$ cat config.mk
export PLATFORM = sky130hd
export DESIGN_NAME = register_scoreboard
export DESIGN_NICKNAME = d
export VERILOG_FILES = /design/src/rtl/register_scoreboard.sv
export SDC_FILE = /design/constraint.sdc
export NUM_CORES = 1
export LEC_CHECK = 0
export ABC_AREA = 1
export CORE_MARGIN = 3
export CORE_UTILIZATION = 37
export CTS_CLUSTER_SIZE = 20
export DETAILED_ROUTE_END_ITERATION = 10
export GPL_TIMING_DRIVEN = 0
export PLACE_DENSITY = 0.54
export SYNTH_ARGS = -nofsm -noshare
export SYNTH_HDL_FRONTEND = slang
export SYNTH_SLANG_ARGS = --single-unit
$ cat constraint.sdc
create_clock -name clk -period 8.5 [get_ports clk]
set_clock_uncertainty 0.1 [all_clocks]
set_input_delay 1.7 -clock clk [delete_from_list [all_inputs] [get_ports clk]]
set_output_delay 1.7 -clock clk [all_outputs]
set_load 0.05 [all_outputs]
$ cat src/rtl/register_scoreboard.sv
// register_scoreboard: per-register saturating pending-write counters that stall issue on RAW and counter-full hazards
module register_scoreboard #(
  parameter int NUM_REGS = 32,
  parameter int IDX_W    = 5,
  parameter int CNT_W    = 2,
  parameter int PEND_W   = 7
) (
  input  logic                clk,
  input  logic                reset,
  input  logic                issue_valid,
  output logic                issue_ready,
  input  logic [IDX_W-1:0]    issue_rs,
  input  logic [IDX_W-1:0]    issue_rt,
  input  logic [IDX_W-1:0]    issue_rd,
  input  logic                issue_rd_we,
  input  logic                wb_valid,
  input  logic [IDX_W-1:0]    wb_rd,
  input  logic                flush,
  output logic                rs_busy,
  output logic                rt_busy,
  output logic [NUM_REGS-1:0] busy_vec,
  output logic [PEND_W-1:0]   total_pending,
  output logic                err_underflow
);
  localparam logic [CNT_W-1:0] CNT_MAX = '1;
  logic [CNT_W-1:0] cnt [NUM_REGS];
  logic dest_full, inc, wb, same, up, dec, underflow;
  always_comb begin
    rs_busy     = (issue_rs != '0) && (cnt[issue_rs] != '0);
    rt_busy     = (issue_rt != '0) && (cnt[issue_rt] != '0);
    dest_full   = issue_rd_we && (issue_rd != '0) && (cnt[issue_rd] == CNT_MAX);
    issue_ready = !rs_busy && !rt_busy && !dest_full && !flush;
    inc         = issue_valid && issue_ready && issue_rd_we && (issue_rd != '0);
    wb          = wb_valid && (wb_rd != '0);
    // an issue and a writeback to the same register cancel, even when the counter is zero
    same        = inc && wb && (issue_rd == wb_rd);
    up          = inc && !same;
    dec         = wb && !same && (cnt[wb_rd] != '0);
    underflow   = wb && !same && (cnt[wb_rd] == '0);
  end
  always_comb begin
    busy_vec = '0;
    for (int i = 1; i < NUM_REGS; i++) busy_vec[i] = cnt[i] != '0;
  end
  always_ff @(posedge clk or negedge reset) begin
    if (!reset) begin
      for (int i = 0; i < NUM_REGS; i++) cnt[i] <= '0;
      total_pending <= '0;
      err_underflow <= 1'b0;
    end else if (flush) begin
      for (int i = 0; i < NUM_REGS; i++) cnt[i] <= '0;
      total_pending <= '0;
      err_underflow <= 1'b0;
    end else begin
      err_underflow <= underflow;
      if (up) cnt[issue_rd] <= cnt[issue_rd] + 1'b1;
      if (dec) cnt[wb_rd] <= cnt[wb_rd] - 1'b1;
      total_pending <= total_pending + PEND_W'(up) - PEND_W'(dec);
    end
  end
endmodule

==> run summary <==
Implementation run completed; key figures follow.

Worst setup path:
- The run gives the slack of the worst reg-to-reg path as 3.38 ns.
- The run gives the kind of cell adding the most delay to the critical path as buffers and inverters.
- The run gives the data arrival time of the critical path as 5.63 ns.
- The run gives the type of origin of the critical path as an input pin.
- STA lists the maximum fanout along the critical path as 10.
- For reference, the critical path is captured by issue_ready.
- Per STA, the highest per-stage delay on the worst path measures 0.82 ns.
- The run gives the classification of the worst setup path as in -> out.
- The run gives the count of cell instances traversed by the critical path as 15.
- For this design, the slowest cell found on the critical path is clkdlybuf4s50_1.

Finish:
- The run puts the number of inverters outside the clock class in the layout at 130.
- By area, the class that comes first in the final layout consists of multi-input combinational cells.
- The run gives the final-layout fill cell count as 1946.
- After layout, the clock buffer instance count stands at 10.
- Per the cell usage report, the commonest logic cell in the layout is nor2_1.
- The run puts the count of nets after finishing at 1206.
- Per the final layout report, the fraction of cells sized above drive strength 1 comes to 6.13%.
- Once layout is done, the placed cells without fillers occupy 7820 um^2.
- The run puts the total number of multi-input combinational cells at 832.
- The design has 72 sequential cells.
- The run puts the clock buffer and inverter area fraction after layout at 3.90%.

Timing:
- The run puts the setup TNS after final layout at 0 ns.
- Setup repair after global routing left no endpoint under its margin.
- The run puts the slew at the pin closest to its max-slew limit at 0.887 ns.
- The run puts the number of hold violations in the final report at 0.
- The run puts the share of the clock period used by the worst path after layout at 87.4%.

Die:
- According to the floorplan report, the placeable core area is 17400 um^2.
- The run puts the I/O pin total at 69.
- From left edge to right edge, the die measures 139 um.
- The run puts the height of the chip at 139 um.

Routing:
- The run gives the antenna violation net count after detailed routing as 0.
- Per the detail_route report, the via count comes to 8149.
- The run puts the detailed router's first-iteration violation count at 1038.
- The run gives the iteration tally of the first detailed-router pass as 5.

Logic synthesis:
- The run gives the area of the mapped netlist as 6570 um^2.
- Synthesis produced a netlist whose cell count is 1094.
- The stat command in Yosys gives a chip area of 6570 um^2.
- After Yosys synthesis, and, or, nand and nor cells account for 43.2% of the synthesized area.
- In the Yosys report the total cell count is 1094.
- The run gives the net count of the mapped netlist as 1130.
- The run puts the share of the synthesized area in the top cell type at 27.4%.
- The run gives the synthesized-area fraction occupied by xor and xnor cells as 0.400%.
- The synthesis stat section lists a flop and latch total of 72.
- The run puts the area fraction in mux cells at 0%.
- The warning tally printed by Yosys for this design is 0.
- The run puts the post-synthesis async set-or-reset flop share at 100%.
- The run puts the count of library flops with an enable pin at 0.
- The main area contributors are dfrtp_1, nor2_1, nand3_1, nand2_1, o21ai_0.

GRT:
- The run gives the global-route wire length before repair as 46.4 mm.
- The run gives the via count of the first global-routing pass as 7632.
- The run puts the maximum number of pins on one net before global-route repair at 54.
- The run puts the remaining global-route overflow at 0.

Clock tree:
- Looking at the post-CTS report, the setup buffer insertion count equals 0.
- Buffers inserted to repair hold after CTS numbered 0.
- The run gives the count of instances resized after the clock tree is built as 0.
- The run puts the buffer levels on the longest clock path at 2.
- The run gives the number of clock sinks seen by CTS as 72.
- The run gives the CTS buffer count as 9.

Placed design:
- The buffer_ports step reported a buffer count of 64.
- At the placement stage, the worst setup path has a slack of 1.00 ns.
- The run puts the total placed cells including tap cells at 1384.

Pwr:
- VDD sags by at most 108 uV.
- The run puts the design internal power at 642 uW.
- The run gives the clock share of power as 42.4%.
- Combinational logic burns 20.3% of the power.
- The run puts the net switching share of the total power at 31.9%.

Flow run:
- The run gives the count of maximum capacitance violations as 0.

Status:
- The run finished with clean final reports.

Worst hold path:
- The run gives the sink of the worst hold path as cnt[63].
[cells in the mapped netlist (2+ instances only)]
cell type and n:
a21oi_1 9, nor2_2 3, xor2_1 2, o21ai_1 9
buf_6 5, nor2_4 4, inv_2 7, nand4_1 42
ha_1 9, o21ai_0 93, inv_1 119, nor3_2 2
nand2_1 147, o22ai_1 65, nor2_1 258, nand3_2 3
nor3_1 17, or2_2 2, dfrtp_1 72, clkinv_1 4
buf_2 19, buf_1 5, nand2_2 3, buf_4 4
nand3_1 156, clkbuf_1 27
[registers in the layout, indices dropped and copies added, names as in the netlist]
register / cells
total_pending: 7
cnt: 64
err_underflow: 1
[metal layers]
metal	vias to the layer above	GRT usage, %	wire, um
li1	3791	-	-
met1	3803	44.9	13400
met2	477	45.0	12900
met3	78	6.08	3040
met4	0	16.6	1570
met5	-	0	0
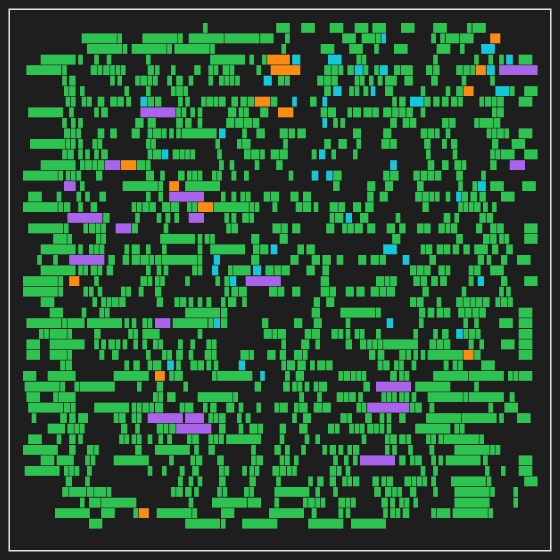
*Drive-strength map*
[purple] _6 and larger | cells: 18
[green] _0 and _1 cells | cells: 1103
[cyan] _2 cells | cells: 40
[orange] _3 and _4 cells | cells: 14

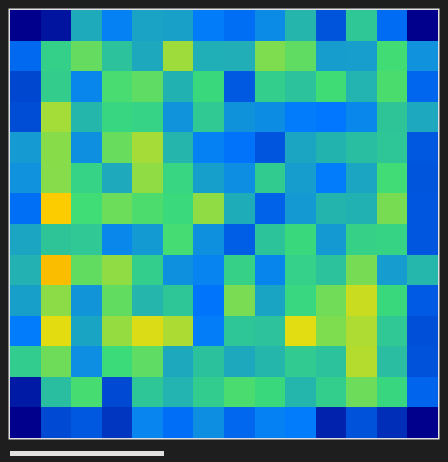
*Cell area per tile*
The bar under the picture is 50 um long. 14 x 14 tiles, from dark blue (low) to red (high), 0 to 100% covered.
densest ninth of the die: left middle
nearly empty tiles: 2.0%
fullest tile: 79%
tiles over 75% full: 1.0%
mean over tiles: 39%

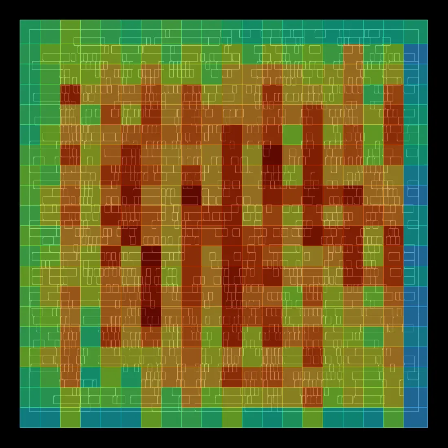
*Routing congestion*
met3 track demand over resource: 6.08%
layer with the highest usage: met2
met1 track demand over resource in global routing: 44.9%
Final Core Density: 45.1%
global-route usage over all layers: 31.5%

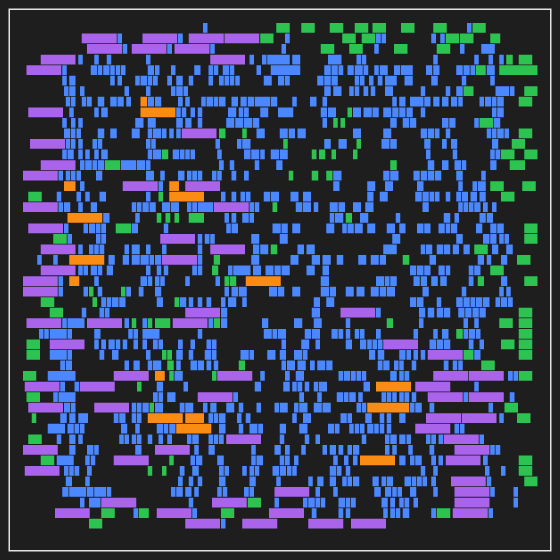
*Placed cells, one colour a class*
[blue] combinational and other logic | cells: 962
[purple] flops | cells: 72
[green] other buffers and delay cells | cells: 125
[orange] clock drivers and dummy loads | cells: 16

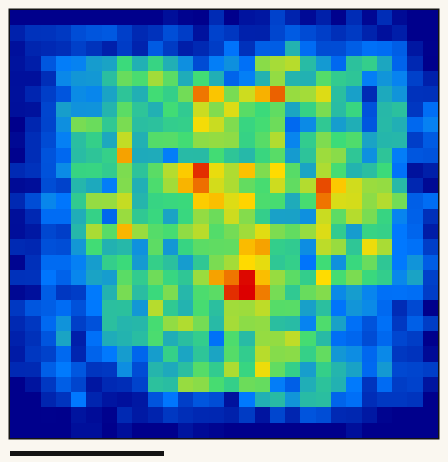
*Wire density map*
The bar under the picture is 50 um long. 28 x 28 tiles, from dark blue (low) to red (high), scaled to the fullest tile. Values are wire area over tile area, all layers added.
nearly empty tiles: 8.2%
tiles over half the peak: 25%
mean over tiles: 0.27

No activity file was given, so power comes from the tool's default toggle rates.
